==> config.mk <==
export PLATFORM = sky130hd
export DESIGN_NAME = hdmi_cfg_seq
export DESIGN_NICKNAME = d
export VERILOG_FILES = /design/src/rtl/hdmi_cfg_pkg.sv /design/src/rtl/hdmi_cfg_rom.sv /design/src/rtl/hdmi_cfg_seq.sv
export SDC_FILE = /design/constraint.sdc
export NUM_CORES = 1
export LEC_CHECK = 0
export CORE_ASPECT_RATIO = 1.4
export CORE_MARGIN = 2
export CORE_UTILIZATION = 25
export DETAILED_ROUTE_END_ITERATION = 12
export HOLD_SLACK_MARGIN = 0.12
export SYNTH_ARGS = -nofsm -noshare
export SYNTH_HDL_FRONTEND = slang
export SYNTH_SLANG_ARGS = --single-unit
==> constraint.sdc <==
create_clock -name sys0_clk -period 3.4 [get_ports sys0_clk]
set_input_delay 0.68 -clock sys0_clk [delete_from_list [all_inputs] [get_ports sys0_clk]]
set_output_delay 0.68 -clock sys0_clk [all_outputs]
set_load 0.01 [all_outputs]
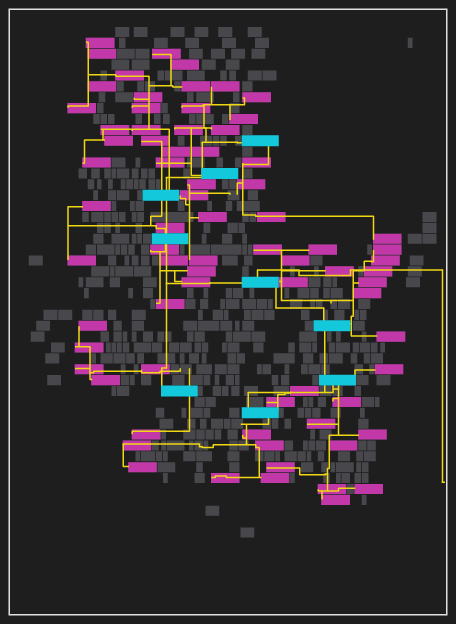
**Above:** clock wires, drivers and flops.
(4 px per µm)
- cyan: clock-net drivers (count 9)
- magenta: flip-flops (count 74)
- yellow: clock wires (length 1060 µm)
- routed clock nets: 10
setup skew after layout: 0.005416 ns
clock share of power: 51.3%

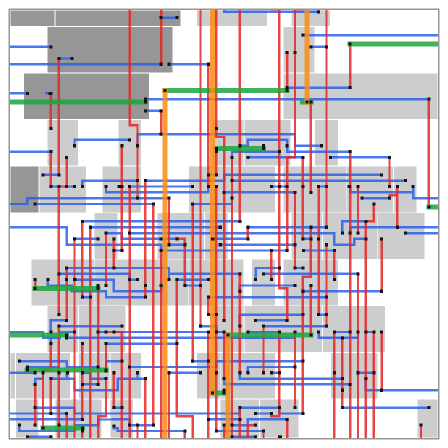
**Above:** close-up of the layout.
Region (42, 63) to (67, 88) µm. Cells in gray, sequential cells in the stronger gray; small squares are vias.
- red: M2
- orange: M4
- green: M3
- blue: M1
- sequential cells in the window: 2
- most frequent: nand2_1 (5), a21oi_1 (4)
- cells with their middle in the window: 43

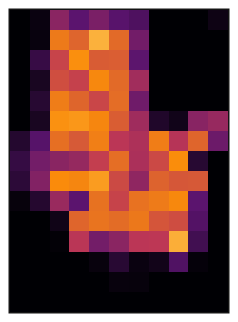
**Above:** cell area per tile.
(2 px per µm) 11 x 15 tiles, from black (low) to pale yellow (high), 0 to 100% covered.
- mean over tiles: 27%
- fullest tile: 83%
- tiles over 75% full: 4.2%
- nearly empty tiles: 38%
initial cell density of the core: 25.64%
final core area utilization: 31.44%
Std-Cell Core Area: 0.01505 mm²

==> summary.txt <==
The following summarizes the physical implementation.

Detailed routing
Using the TritonRoute via totals, the vias-per-cell ratio works out to 5.137. The highest layer touched by signal routing is met4. The routed length per placed instance is 14.51 µm. The total iterations of the first detailed-routing run is 5. Across all layers, the routed design uses 3514 vias. The count of nets left with antenna violations after detail routing is 0. After detailed routing, the met3 layer carries 381 µm of wire. The first routing iteration left 240 violations.

Timing
Setup repair after global routing left no endpoint under its margin. Hold is met by 0.4517 ns. The total count of hold-check failures in the final report is 0. Derived from the worst setup path, the maximum achievable clock frequency is 340.4 MHz. The worst-case max-slew headroom was logged as 47.15%. Adding up every negative setup slack in the final design gives 0 ns. At the pin with the least slew margin, the transition time is 0.7917 ns. The number of max-slew violations in the final report is 0. The last timing report of the flow puts the setup violation total at 0.

Clocking
The number of gates resized after CTS was 0. The number of post-CTS setup repair buffers is 0. The clock transition at the registers of the reported paths is 0.06 ns.

Clock tree synthesis found a total of 74 sinks. Clock latency on the worst-skew pair, taken at its later pin, is 0.34 ns. The H-tree level count is 3.

Logic synthesis
Grouping non-sequential cells by family puts the most area in simple AND/OR/NAND/NOR gates. For this design, Yosys synthesis ends with a cell count of 455. The most frequently used cell type in the post-synthesis netlist is dfxtp_1. Counting flops with a built-in enable in the synthesized netlist gives 0.

The commonest register cell is dfxtp_1. The portion of netlist area occupied by mux cells is 1.556%. Of the post-synthesis cell area, the dominant cell type holds 38.38%. At floorplan, the net count of the design was reported as 471. Dividing the synthesized area by the synthesized cell count gives 8.483 µm². The synthesis run shows the most used standard cells to be dfxtp_1, nor2_1, a21oi_1, nand3_1, nand2_1. Counting distinct cell types in the post-synthesis netlist gives 68. The simple logic cell fraction of the synthesized area is 24.18%.

The cell-mix breakdown from Yosys lists the XOR/XNOR area share as 2.723%. For this run, the register share of the synthesized area comes to 38.38%.

Final layout
The diode insertion count for antenna repair is 0. At the end of the flow, the number of nets in the layout was 503. Compared with the post-synthesis result, the final layout area differs by 22.63%. Of the cells placed in the final design, the portion with a size suffix greater than 1 is 11.99%.

Floorplanning
The top-level I/O count is 39. The chip area is 0.01646 mm². The floorplan has 53 rows.

The die span in y is 151.0 µm.

Worst setup path
The data arrival at the endpoint of the critical path is 3.18 ns. The type of the worst setup path is register to register. The kind of start point of the critical path is a register.

The maximum fanout along the worst path is 24.

Hold path
The depth of the worst hold-timing path is 2. The path type of the worst min-delay path is register to register.

Global route
The initial antenna violation count is 0. The first global-routing pass estimated 16.46 mm of wire. The via count of the first global-routing pass is 3363. The global routing usage summed across all routing layers is 12.59%.

Place
The half-perimeter wire length after detailed placement is 7.263 mm. The instance area at placement is 0.004431 mm². The instance count after placement with tap cells included is 668.

Power and ir drop
The fraction of power spent switching nets is 22.19%. Per the OpenROAD power report, leakage power amounts to 1.638 nW. Total power for the finished layout comes to 1.875 mW.

Run status
The run finished with clean final reports.
power groups by stage:
stage          clock network [mW]  registers, mW  logic, mW
3_5_place_dp                    0          0.892     0.0391
3_3_place_gp                    0          0.892     0.0385
4_1_cts                     0.986          0.873     0.0394
5_1_grt                      1.02          0.873     0.0439
6_report                    0.962          0.873     0.0393
2_1_floorplan                   0          0.892     0.0230
metal layers:
layer  track usage [%]  up-vias
li1                  -     1736
met1             15.33     1654
met5                 0        -
met3             2.625       23
met2             20.96      101
met4             5.962        0
placed cells by master (no fill, tap or decap), types with 4 or more instances in the layout:
cell	count
dfxtp_1	74
nor2_1	54
a21oi_1	39
nand3_1	38
clkdlybuf4s50_1	37
nand2_1	26
buf_4	19
nor3_1	13
o21ai_0	11
a31oi_1	11
inv_1	10
ha_1	10
and3_1	9
o211ai_2	9
clkbuf_16	9
o211ai_1	7
nand4_1	7
xor2_1	7
mux2i_1	6
xnor2_1	5
a211oi_1	5
a311oi_1	4
and2_1	4
nand2b_1	4
and4_1	4
cell type report:
type                       count  area (µm²)
fill                        1547       10320
multi-input combinational    336        2158
sequential                    74        1481
timing repair buffer          56       513.0
tap                          192       240.2
clock buffer                   9       225.2
clock inverter                 7       77.57
inverter                      10       37.54
kinds of logic (layout without fill, tap and decap cells):
family	count (synthesis)	in the layout
and+or+nand+nor	182	182
AOI/OAI and AO/OA	125	125
DFF	74	74
buffers and inverters	45	82
xor gates and xnor gates	12	12
adders and majority gates	10	10
muxes	6	6
other	1	1
worst max-delay path, cell delays in order, from the launching register on:
cell and delay, ns:
dfxtp_1 0.83, nand4bb_1 0.29, nor2_1 0.14, nor4b_1 0.19, a211oi_2 0.50, mux2i_1 0.26
o2111ai_1 0.13, buf_4 0.23, a311oi_1 0.26
Power figures rest on the tool's default switching activity, not on a simulated workload.
